<file path="config.mk">
export PLATFORM = sky130hd
export DESIGN_NAME = cic_comp_fir
export DESIGN_NICKNAME = d
export VERILOG_FILES = /design/src/rtl/cic_comp_fir.sv
export SDC_FILE = /design/constraint.sdc
export NUM_CORES = 1
export LEC_CHECK = 0
export CAP_MARGIN = 20
export CORE_MARGIN = 5
export CORE_UTILIZATION = 45
export CTS_CLUSTER_DIAMETER = 200
export DETAILED_ROUTE_END_ITERATION = 10
export HOLD_SLACK_MARGIN = 0.05
export PLACE_DENSITY_LB_ADDON = 0.25
export SLEW_MARGIN = 5
export SYNTH_ARGS = -nofsm -noshare
export SYNTH_HDL_FRONTEND = slang
export SYNTH_SLANG_ARGS = --single-unit
</file>
<file path="constraint.sdc">
create_clock -name clk -period 13.3 [get_ports clk]
set_input_delay 2.66 -clock clk [delete_from_list [all_inputs] [get_ports clk]]
set_output_delay 2.66 -clock clk [all_outputs]
set_load 0.02 [all_outputs]
</file>
<file path="src/rtl/cic_comp_fir.sv">
// Serial 13-tap symmetric droop-compensation FIR feeding the CIC interpolator: one MAC per clock, seven clocks per output.
// Build option: define CIC_COMP_SAT_EN to clamp the output; otherwise the rounded result wraps to OUTPUT_WIDTH bits.
module cic_comp_fir #(
    parameter int INPUT_WIDTH  = 15,
    parameter int OUTPUT_WIDTH = 15,
    parameter int COEF_WIDTH   = 16,
    parameter int COEF_FRAC    = 14,
    parameter int NTAPS        = 13
) (
    input  logic                           clk,
    input  logic                           rst_n,
    input  logic                           nd,
    input  logic signed [INPUT_WIDTH-1:0]  din,
    output logic                           rdy,
    output logic signed [OUTPUT_WIDTH-1:0] dout,
    output logic                           ovf
);
    localparam int HALF   = (NTAPS + 1) / 2;
    localparam int IDX_W  = $clog2(NTAPS);
    localparam int PRE_W  = INPUT_WIDTH + 1;
    localparam int PROD_W = PRE_W + COEF_WIDTH;
    localparam int ACC_W  = PROD_W + 3;

    typedef enum logic [1:0] {S_IDLE, S_MAC, S_OUT} state_t;

    function automatic logic signed [COEF_WIDTH-1:0] coef(input logic [IDX_W-1:0] k);
        case (k)
            IDX_W'(0): coef = COEF_WIDTH'(12);
            IDX_W'(1): coef = COEF_WIDTH'(-40);
            IDX_W'(2): coef = COEF_WIDTH'(100);
            IDX_W'(3): coef = COEF_WIDTH'(-220);
            IDX_W'(4): coef = COEF_WIDTH'(240);
            IDX_W'(5): coef = COEF_WIDTH'(-1400);
            default:   coef = COEF_WIDTH'(19000);
        endcase
    endfunction

    function automatic logic signed [ACC_W-1:0] round_acc(input logic signed [ACC_W-1:0] a);
        logic signed [ACC_W-1:0] half_lsb;
        half_lsb  = ACC_W'(1) <<< (COEF_FRAC - 1);
        round_acc = (a + half_lsb) >>> COEF_FRAC;
    endfunction

`ifdef CIC_COMP_SAT_EN
    localparam logic signed [ACC_W-1:0] OUT_MAX = ACC_W'((64'sd1 <<< (OUTPUT_WIDTH - 1)) - 64'sd1);
    localparam logic signed [ACC_W-1:0] OUT_MIN = ~OUT_MAX;

    function automatic logic signed [OUTPUT_WIDTH-1:0] sat_out(input logic signed [ACC_W-1:0] a);
        if (a > OUT_MAX)
            sat_out = OUTPUT_WIDTH'(OUT_MAX);
        else if (a < OUT_MIN)
            sat_out = OUTPUT_WIDTH'(OUT_MIN);
        else
            sat_out = OUTPUT_WIDTH'(a);
    endfunction
`else
    function automatic logic signed [OUTPUT_WIDTH-1:0] sat_out(input logic signed [ACC_W-1:0] a);
        sat_out = OUTPUT_WIDTH'(a);
    endfunction
`endif

    state_t                          state_q, state_d;
    logic        [IDX_W-1:0]         k_q, k_d;
    logic signed [ACC_W-1:0]         acc_q, acc_d;
    logic signed [INPUT_WIDTH-1:0]   x_q [NTAPS];
    logic signed [INPUT_WIDTH-1:0]   x_d [NTAPS];
    logic signed [OUTPUT_WIDTH-1:0]  dout_q, dout_d;
    logic                            rdy_q, rdy_d;
    logic                            ovf_q, ovf_d;

    logic        [IDX_W-1:0]         idx_b;
    logic signed [INPUT_WIDTH-1:0]   tap_a, tap_b;
    logic signed [PRE_W-1:0]         pre;
    logic signed [COEF_WIDTH-1:0]    coef_v;
    logic signed [PROD_W-1:0]        prod;
    logic                            accept;

    // Folded tap pair for index k; the centre tap has no partner, so it is not doubled.
    always_comb begin
        idx_b  = IDX_W'(NTAPS - 1) - k_q;
        tap_a  = x_q[k_q];
        tap_b  = (k_q == IDX_W'(HALF - 1)) ? '0 : x_q[idx_b];
        pre    = PRE_W'(tap_a) + PRE_W'(tap_b);
        coef_v = coef(k_q);
        prod   = pre * coef_v;
    end

    always_comb begin
        state_d = state_q;
        k_d     = k_q;
        acc_d   = acc_q;
        x_d     = x_q;
        dout_d  = dout_q;
        rdy_d   = 1'b0;
        ovf_d   = ovf_q;
        accept  = nd && (state_q != S_MAC);

        case (state_q)
            S_MAC: begin
                acc_d = acc_q + ACC_W'(prod);
                if (k_q == IDX_W'(HALF - 1))
                    state_d = S_OUT;
                else
                    k_d = k_q + IDX_W'(1);
                if (nd)
                    ovf_d = 1'b1;
            end
            S_OUT: begin
                dout_d  = sat_out(round_acc(acc_q));
                rdy_d   = 1'b1;
                state_d = S_IDLE;
            end
            default: ;
        endcase

        // OUT and the next accept share a cycle when samples arrive every 8 clocks.
        if (accept) begin
            x_d[0] = din;
            for (int i = 1; i < NTAPS; i++)
                x_d[i] = x_q[i-1];
            acc_d   = '0;
            k_d     = '0;
            state_d = S_MAC;
        end
    end

    always_ff @(posedge clk or negedge rst_n) begin
        if (!rst_n) begin
            state_q <= S_IDLE;
            k_q     <= '0;
            acc_q   <= '0;
            for (int i = 0; i < NTAPS; i++)
                x_q[i] <= '0;
            dout_q  <= '0;
            rdy_q   <= 1'b0;
            ovf_q   <= 1'b0;
        end else begin
            state_q <= state_d;
            k_q     <= k_d;
            acc_q   <= acc_d;
            x_q     <= x_d;
            dout_q  <= dout_d;
            rdy_q   <= rdy_d;
            ovf_q   <= ovf_d;
        end
    end

    assign rdy  = rdy_q;
    assign dout = dout_q;
    assign ovf  = ovf_q;
endmodule

</file>
**Run 1: cells by drive strength**

Scale: 1.5 px per um.
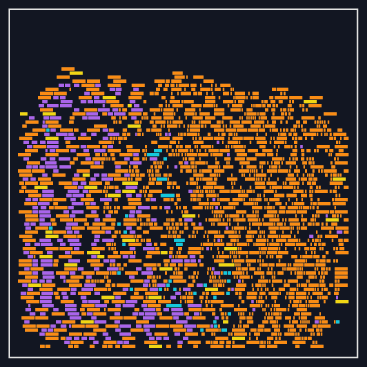
legend:
  _0 and _1 cells:
    color: orange
    cells: 1654
    share: 81%
  _6 and larger:
    color: yellow
    cells: 37
    share: 1.8%
  _3 and _4 cells:
    color: cyan
    cells: 33
    share: 1.6%
  _2 cells:
    color: purple
    cells: 314
    share: 15%
worst setup slack after layout: 2.05 ns
post-route cell area: 23900 um^2
Signal buffers: 59
Area Overhead vs Synth: 8.71%

**Run 1: the metal 3 layer**

Scale: 1 px per um.
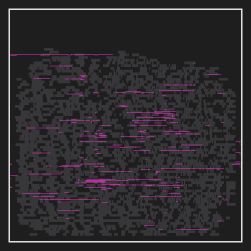
wire length on this layer: 1960 um
nets with wire on the layer: 119
longest straight run: 62.8 um
share of all routed wire: 4.0%
via count: 14500
WL final: 49300 um

**Run 1: placed standard cells**

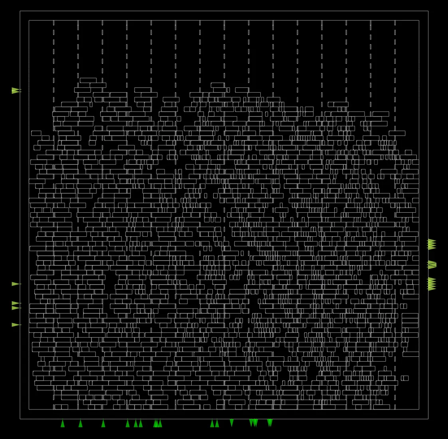
Tap Count: 622
floorplan row count: 81
fillers: 4393
Seq/total area: 25.7%
flop count: 245

==> impl_metrics.json, run 1 <==
{
  "antenna_cells": 0,
  "status": "finished clean",
  "netlist_instances": 2018,
  "synth.logic.top_family": "adder cells",
  "gp_congestion": 0.892,
  "clk_pin_slew_ns": 0.06,
  "adder_share_pct": 26.7,
  "tool_warnings": 31,
  "dr_wl_met2_um": 23700,
  "met3_wirelength_um": 1960,
  "insertion_delay_ns": 0.58,
  "cts_setup_buffers": 0,
  "skew_ns": 0.0350,
  "numClockSinks": 245,
  "drt-pass1-iter-count": 5,
  "post-route-drc-count": 0,
  "ff_type": "dfrtp_1",
  "relSlewSlack_pct": 33.1,
  "wl_met1_um": 22100,
  "regToRegEndpoint": "acc_q[28]$_DFFE_PN0P_",
  "mux_area_share_pct": 20.4,
  "drive_gt1_share_pct": 18.8,
  "setup_viol": 0,
  "cts-root-buf": "clkbuf_16",
  "async_flop_share_pct": 100,
  "synthTopCellsByArea": "dfrtp_1, fa_1, mux2_2",
  "portBuffers": 34,
  "synth.distinct_cells": 66,
  "cp_common_cell": "fa_1",
  "finalCriticalPeriod_ns": 11.25,
  "cts_max_level": 1,
  "netlist_area_um2": 22000,
  "utilization_pct": 49.2,
  "drt_iter0_drc": 656,
  "ys_cells": 2018,
  "hold_violations": 0,
  "rsz0062_at_grt": "no"
}
run 1: cell usage after synthesis, types with 42 or more instances:
cell / count
o21ai_0: 75
mux2i_1: 59
fa_1: 215
ha_1: 126
nor2_1: 154
xnor2_1: 46
mux2_2: 196
nand3_1: 42
clkbuf_1: 61
dfrtp_1: 245
inv_1: 338
nand2_1: 88
mux4_2: 75
run 1: per-stage QoR:
stage          worst slack (ns)  std cells  hold slack [ns]  area (um^2)
2_1_floorplan              2.85       2018            0.482        22000
3_3_place_gp               2.29       2610            0.445        23000
3_5_place_dp               2.05       2610            0.467        23000
4_1_cts                    1.99       2659            0.482        23900
5_1_grt                    1.32       2660            0.506        23900
6_report                   2.05       2660            0.473        23900
run 1: sequential cells by signal (all words and copies together) (netlist names):
| name | count |
|---|---|
| k_q | 4 |
| x_q | 195 |
| acc_q | 27 |
| rdy | 1 |
| ovf | 1 |
| dout | 15 |
| state_q | 2 |
run 1: worst max-delay path by stage:
| stage | from | endpoint | slack (ns) | cells after the start |
|---|---|---|---|---|
| after floorplan | k_q[1]$_DFFE_PN0P_ | acc_q[28]$_DFFE_PN0P_ | 2.85 | 40 |
| after global placement | k_q[0]$_DFFE_PN0P_ | acc_q[28]$_DFFE_PN0P_ | 2.29 | 36 |
| after detailed placement | k_q[0]$_DFFE_PN0P_ | acc_q[28]$_DFFE_PN0P_ | 2.05 | 36 |
| after CTS | k_q[0]$_DFFE_PN0P_ | acc_q[28]$_DFFE_PN0P_ | 1.99 | 36 |
| after global routing | k_q[0]$_DFFE_PN0P_ | acc_q[28]$_DFFE_PN0P_ | 1.32 | 35 |
| final | k_q[0]$_DFFE_PN0P_ | acc_q[28]$_DFFE_PN0P_ | 2.05 | 36 |
run 1: critical path, delay by kind of cell (launching register included):
kind | cells | cell delay [ns]
DFF | 1 | 0.71
adders and majority gates | 9 | 4.00
xor gates and xnor gates | 4 | 1.28
AOI/OAI and AO/OA | 12 | 2.74
buffers and inverters | 5 | 0.71
and+or+nand+nor | 6 | 1.72
run 1: logic make-up (layout without fill, tap and decap cells):
group,after synthesis,after routing
buffers and inverters,428,448
AND/OR/NAND/NOR,367,367
AND-OR/OR-AND,229,229
XOR/XNOR,78,78
multiplexers,330,330
adder cells (fa/ha/maj),341,341
flip-flops,245,245
run 1: cell type report:
| class | instances | area, um^2 |
|---|---|---|
| inverter | 340 | 1280 |
| clock buffer | 37 | 774 |
| tap | 622 | 778 |
| multi-input combinational | 1345 | 14300 |
| timing repair buffer | 59 | 537 |
| sequential | 245 | 6140 |
| fill | 4393 | 24700 |
| clock inverter | 12 | 116 |
--- run 2 (diff from run 1) ---
==> constraint.sdc (replaced) <==
create_clock -name clk -period 9.15 [get_ports clk]
set_input_delay 1.83 -clock clk [delete_from_list [all_inputs] [get_ports clk]]
set_output_delay 1.83 -clock clk [all_outputs]
set_load 0.02 [all_outputs]
**Run 2: placement by cell class**

Scale: 2 px per um.
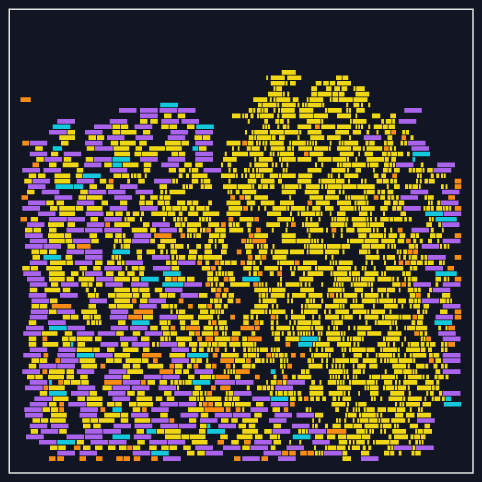
legend:
  sequential cells:
    color: purple
    cells: 245
    share_of_their_area: 25%
  combinational and other logic:
    color: yellow
    cells: 1685
    share_of_their_area: 65%
  clock drivers and dummy loads:
    color: cyan
    cells: 44
    share_of_their_area: 3.8%
  remaining buffers and delay cells:
    color: orange
    cells: 161
    share_of_their_area: 6.4%

**Run 2: the metal 3 layer**

Scale: 1 px per um.
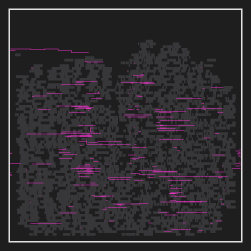
wire length on this layer: 2090 um
main direction: horizontal
nets with wire on the layer: 114
share of all routed wire: 4.1%
longest straight run: 68.3 um

==> impl_metrics.json, run 2 <==
{
  "die_h_um": 231,
  "hold_violations": 0,
  "drive_gt1_share_pct": 24.6,
  "cp_common_cell": "fa_1",
  "syn2layout_area_growth_pct": 14.6,
  "drt_iter0_drc": 799,
  "register_area_um2": 6140,
  "portBuffers": 34,
  "ys.flops": 245,
  "yosys.stat.seqShare_pct": 27.9,
  "numClockSinks": 245,
  "gp_congestion": 0.877,
  "synth_top_cell_by_count": "inv_1",
  "period_used_pct": 96.9,
  "pre_cts_ws_ns": -0.259,
  "rsz0062_at_grt": "yes",
  "numCtsBuffers": 27,
  "fin_ws_ns": 0.280,
  "final_common_cell": "inv_1",
  "synth.distinct_cells": 66,
  "synthTopCellsByArea": "dfrtp_1, fa_1, mux2_2",
  "timing.hold.ws_ns": 0.474,
  "reg2reg_depth": 34,
  "netlist_area_um2": 22000,
  "track_usage_pct": 19.8,
  "synth-edff-count": 0,
  "critPathMaxStageDelay_ns": 0.57,
  "largest-register": "x_q",
  "ys_cells": 2018,
  "antenna_cells": 0,
  "post-route-drc-count": 0,
  "netlist_instances": 2018,
  "design_area_um2": 25200,
  "grt_pass1_wl_um": 86200,
  "routed-via-count": 15000,
  "syn-mean-instance-area_um2": 10.9,
  "end_kind": "flip-flop",
  "top_cells_by_count": "inv_1, dfrtp_1, fa_1",
  "dieArea_um2": 53400,
  "worst_slew_pin_slew_ns": 1.08,
  "holdPathStages": 2,
  "status": "finished clean",
  "finalCriticalPeriod_ns": 8.87,
  "cts-root-buf": "clkbuf_16",
  "insertion_delay_ns": 0.58,
  "final-comb-area_um2": 14500,
  "placed_area_um2": 23700,
  "finalMaxSlewViolations": 0,
  "top_area_cell": "dfrtp_1",
  "clk_pin_slew_ns": 0.06,
  "max_cap_viol_count": 0,
  "cp-startpoint": "k_q[0]$_DFFE_PN0P_",
  "grt_pass1_vias": 16000,
  "async_flop_share_pct": 100,
  "min-delay-path-class": "reg -> reg",
  "rows": 81,
  "grt_max_degree": 113,
  "ff_type": "dfrtp_1",
  "setup_viol": 0,
  "tns_ns": 0,
  "overflow": 0,
  "cts_max_level": 1,
  "hold_start": "dout[2]$_DFFE_PN0P_",
  "drt-pass1-iter-count": 5,
  "relSlewSlack_pct": 27.2,
  "synth-area-yosys_um2": 22000,
  "wl_per_cell_um": 18.7,
  "skew_ns": 0.0126,
  "wl_um": 51600,
  "tool_warnings": 33,
  "initial_utilization_pct": 45.2,
  "largest_reg_flops": 195,
  "fin_nets": 2479
}
**Run 2: placed standard cells**

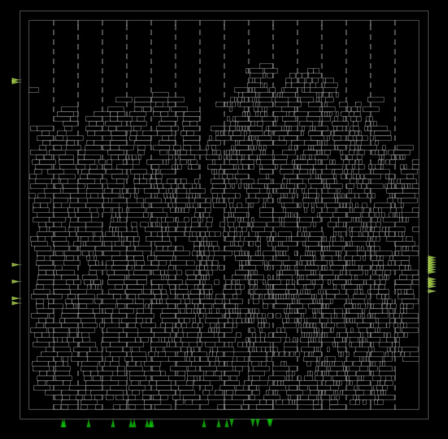
Layout Cells excl Fill: 2757
fillers: 4334
core area: 48600 um^2
Seq/total area: 24.3%
Util after Layout: 51.8%

run 2: cell counts after synthesis:
Identical to the previous run, type by type.
run 2: cell families after synthesis:
group,count (synthesis),synth area share [%]
flip-flops,245,27.9
AND/OR/NAND/NOR,367,7.65
adder cells (fa/ha/maj),341,26.7
buffers and inverters,428,7.33
XOR/XNOR,78,3.20
multiplexers,330,20.4
AND-OR/OR-AND,229,6.83
run 2: what timing repair did:
action                     in CTS  in global routing
hold buffers                    0                  0
setup buffers                   0                 27
pin swaps                       0                 20
setup endpoints to repair       3                  7
cloned                          1                  2
gates resized                   4                 49
run 2: metal layers:
layer  routed length [um]  track usage, %  part of all wire, %  vias up
met4                 1660            5.74                  3.2        2
li1                     -               -                    -     6934
met2                25000            33.0                   49      312
met3                 2090            2.49                  4.1       85
met5                    7               0                0.014        -
met1                22800            27.4                   44     7685
run 2: worst max-delay path, delay by kind of cell, from the launching register on:
kind / cells / cell delay, ns
fa+ha+maj: 9 / 3.89
flops: 1 / 0.49
mux: 2 / 0.64
xor+xnor: 2 / 0.38
simple gates: 3 / 0.20
compound gates: 12 / 2.41
buf+inv: 6 / 0.76
run 2: layout make-up:
cell class              instances  share of cell area (%)
well taps                     622                    3.09
inverters                     340                    5.06
repair buffers                161                    6.24
clock buffers                  33                    2.97
flip-flops and latches        245                    24.3
multi-input cells            1345                    57.6
clock inverters                11                   0.715
run 2: path summary, 6_finish.rpt:
kind | endpoint | slack, ns
setup / recovery | acc_q[28]$_DFFE_PN0P_ | 0.28
hold / removal | dout[2]$_DFFE_PN0P_ | 0.47
setup reg to reg | acc_q[28]$_DFFE_PN0P_ | 0.28
hold reg to reg | dout[2]$_DFFE_PN0P_ | 0.47
max in group asynchronous | k_q[0]$_DFFE_PN0P_ | 6.26
min in group asynchronous | x_q[101]$_DFFE_PN0P_ | 1.29
run 2: metrics by stage:
| step | cells |
|---|---|
| 6_report | 2757 |
| 5_1_grt | 2757 |
| 4_1_cts | 2727 |
| 3_5_place_dp | 2682 |
| 3_3_place_gp | 2682 |
| 2_1_floorplan | 2018 |
--- run 3 (diff from run 2) ---
--- a/config.mk
+++ b/config.mk
@@ -5,9 +5,10 @@
 export SDC_FILE = /design/constraint.sdc
 export NUM_CORES = 1
 export LEC_CHECK = 0
+export ABC_AREA = 1
 export CAP_MARGIN = 20
 export CORE_MARGIN = 5
-export CORE_UTILIZATION = 45
+export CORE_UTILIZATION = 59
 export CTS_CLUSTER_DIAMETER = 200
 export DETAILED_ROUTE_END_ITERATION = 10
 export HOLD_SLACK_MARGIN = 0.05
**Run 3: placement by cell class**

Scale: 2 px per um.
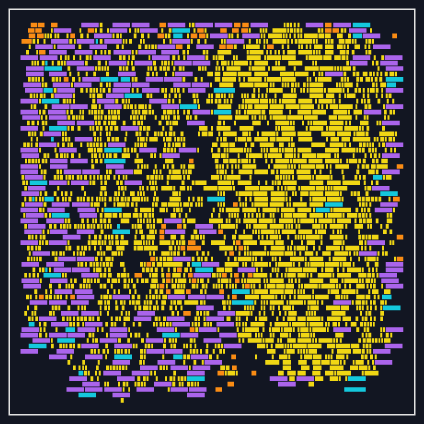
legend:
  remaining buffers and delay cells:
    color: orange
    cells: 75
    share_of_their_area: 2.9%
  combinational and other logic:
    color: yellow
    cells: 2428
    share_of_their_area: 66%
  sequential cells:
    color: purple
    cells: 245
    share_of_their_area: 26%
  clock drivers and dummy loads:
    color: cyan
    cells: 53
    share_of_their_area: 4.6%

**Run 3: cells by drive strength**

Scale: 2 px per um.
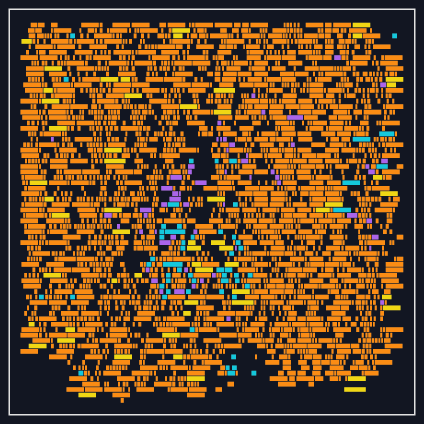
legend:
  _2 cells:
    color: purple
    cells: 58
    share: 2.1%
  _6 and larger:
    color: yellow
    cells: 56
    share: 2.0%
  _3 and _4 cells:
    color: cyan
    cells: 57
    share: 2.0%
  _0 and _1 cells:
    color: orange
    cells: 2630
    share: 94%
post-route cell area: 23800 um^2
worst setup slack after layout: 0.392 ns
Signal buffers: 75

==> impl_metrics.json, run 3 <==
{
  "status": "finished clean",
  "ys_cells": 2788,
  "hold_start": "x_q[33]$_DFFE_PN0P_",
  "reg2reg_depth": 39,
  "period_used_pct": 95.7,
  "critPathMaxStageDelay_ns": 0.55,
  "numCtsBuffers": 29,
  "async_flop_share_pct": 100,
  "wl_per_cell_um": 17.1,
  "portBuffers": 34,
  "drive_gt1_share_pct": 6.10,
  "ff_type": "dfrtp_1",
  "insertion_delay_ns": 0.61,
  "overflow": 0,
  "tool_warnings": 39,
  "post-route-drc-count": 0,
  "rows": 70,
  "end_kind": "flip-flop",
  "netlist_area_um2": 21700,
  "grt-busiest-layer": "met2",
  "drt-pass1-iter-count": 6,
  "setup_viol": 0,
  "timing.hold.ws_ns": 0.468,
  "synthTopCellsByArea": "dfrtp_1, fa_1, nand2_1",
  "skew_ns": 0.0318,
  "finalMaxSlewViolations": 0,
  "top_area_cell": "dfrtp_1",
  "initial_utilization_pct": 59.5,
  "drt_iter0_drc": 1580,
  "cts_max_level": 1,
  "synth_top_cell_by_count": "nand2_1",
  "hold_violations": 0,
  "antenna_cells": 0,
  "grt_use_met1_pct": 38.4,
  "track_usage_pct": 27.9,
  "synth-edff-count": 0,
  "max_cap_viol_count": 0,
  "hold_path_end": "x_q[18]$_DFFE_PN0P_",
  "syn2layout_area_growth_pct": 9.39,
  "clk_pin_slew_ns": 0.06,
  "finalCriticalPeriod_ns": 8.76,
  "gp_congestion": 0.943,
  "use_met2_pct": 45.4,
  "netlist_instances": 2788,
  "die_h_um": 202,
  "yosys.stat.seqShare_pct": 28.2,
  "grt_pass1_wl_um": 93500,
  "grt_max_degree": 138,
  "synth.distinct_cells": 53,
  "largest-register": "x_q",
  "regToRegEndpoint": "acc_q[25]$_DFFE_PN0P_",
  "min-delay-path-class": "reg -> reg",
  "final_common_cell": "nand2_1",
  "cts-root-buf": "clkbuf_16"
}
**Run 3: the metal 3 layer**

Scale: 1.5 px per um.
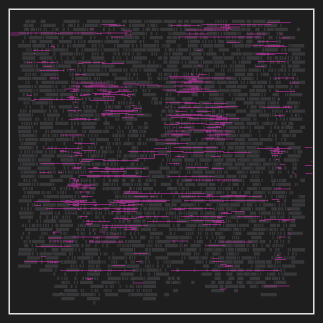
longest straight run: 72.2 um
main direction: horizontal
nets with wire on the layer: 209
met3 usage: 4.49%
via count: 18000
WL final: 56000 um

[run 3: cell count changes in the layout (fill, tap and decap cells not counted), sizes merged, moves of 19 or more]
| cell | change |
|---|---|
| nand2 | +515 |
| o21ai | +308 |
| inv | +206 |
| mux2 | -196 |
| nor2 | +94 |
| buf | -84 |
| mux4 | -75 |
| a21oi | +61 |
| mux2i | -59 |
| xnor2 | -37 |
| nand2b | -23 |
| a21o | -19 |
[run 3: through the flow]
| stage | setup slack [ns] | utilization [%] | cell area (um^2) | instances |
|---|---|---|---|---|
| finish | 0.392 | 65.1 | 23800 | 3269 |
| global route | -0.0269 | 65.1 | 23800 | 3269 |
| CTS | 0.0700 | 64.7 | 23600 | 3269 |
| detailed placement | -0.105 | 61.8 | 22600 | 3216 |
| global placement | 0.00284 | 61.8 | 22600 | 3216 |
| floorplan | 0.379 | - | 21700 | 2788 |
[run 3: area by class of cell]
class	instances	area, um^2	area share [%]
clock buffer	44	892	3.75
tap	468	586	2.46
timing repair buffer	75	677	2.85
multi-input combinational	1880	13300	55.7
inverter	548	2080	8.74
sequential	245	6130	25.8
clock inverter	9	166	0.699
[run 3: cells by family (layout without fill, tap and decap cells)]
group	after synthesis	in the layout	share of synthesized area, %
AOI/OAI and AO/OA	562	562	14.1
xor gates and xnor gates	35	35	1.51
adders and majority gates	341	341	27.0
buffers and inverters	663	676	11.6
DFF	245	245	28.2
and+or+nand+nor	942	942	17.6
[run 3: per-layer routing]
metal | share of wire, % | up-vias
li1 | - | 8628
met1 | 42 | 8587
met2 | 47 | 661
met3 | 6.7 | 152
met4 | 4.1 | 0
met5 | 0 | -
[run 3: repair_timing]
action,4_1_cts,5_1_grt
gates resized,1,42
endpoints found under the setup margin,1,8
setup buffers,0,0
pin swaps,0,5
[run 3: worst max-delay path by stage]
stage	to	from	slack (ns)
floorplan	acc_q[26]$_DFFE_PN0P_	k_q[1]$_DFFE_PN0P_	0.38
global placement	acc_q[25]$_DFFE_PN0P_	k_q[0]$_DFFE_PN0P_	0.003
detailed placement	acc_q[25]$_DFFE_PN0P_	k_q[0]$_DFFE_PN0P_	-0.10
CTS	acc_q[25]$_DFFE_PN0P_	k_q[0]$_DFFE_PN0P_	0.07
global route	acc_q[26]$_DFFE_PN0P_	k_q[0]$_DFFE_PN0P_	-0.03
finish	acc_q[25]$_DFFE_PN0P_	k_q[1]$_DFFE_PN0P_	0.39
[run 3: critical path, delay by kind of cell, from the launching register on]
kind | cells | cell delay [ns]
adder cells (fa/ha/maj) | 9 | 4.04
AND/OR/NAND/NOR | 9 | 1.54
AND-OR/OR-AND | 10 | 1.28
buffers and inverters | 10 | 1.26
flip-flops | 1 | 0.37
XOR/XNOR | 1 | 0.10

==> screenshots <==
Register map, names as in the netlist.
picture 1
Scale: 1.5 px per um. Other sequential cells in the stronger gray, the rest of the logic in the fainter gray.
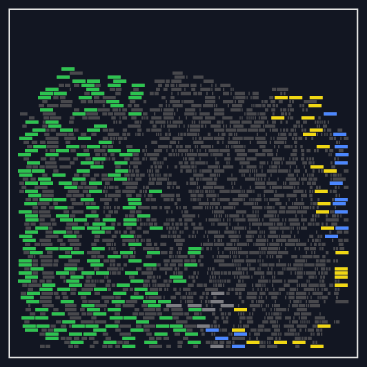
picture 2
Scale: 2 px per um. Other sequential cells in the stronger gray, the rest of the logic in the fainter gray.
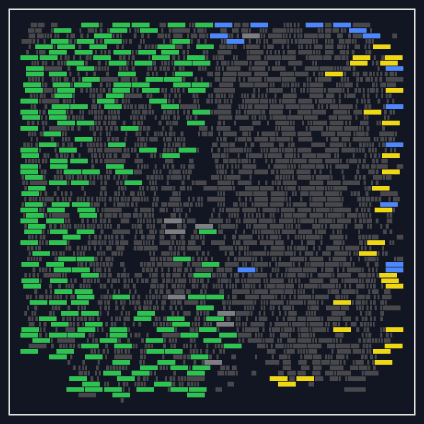
run 1: picture 1
run 3: picture 2
The one with the largest die is picture 1.
The one with the most cells is picture 2.

Key to picture 1:
legend:
  dout:
    color: blue
    flops: 15
  x_q:
    color: green
    flops: 195
  acc_q:
    color: yellow
    flops: 27

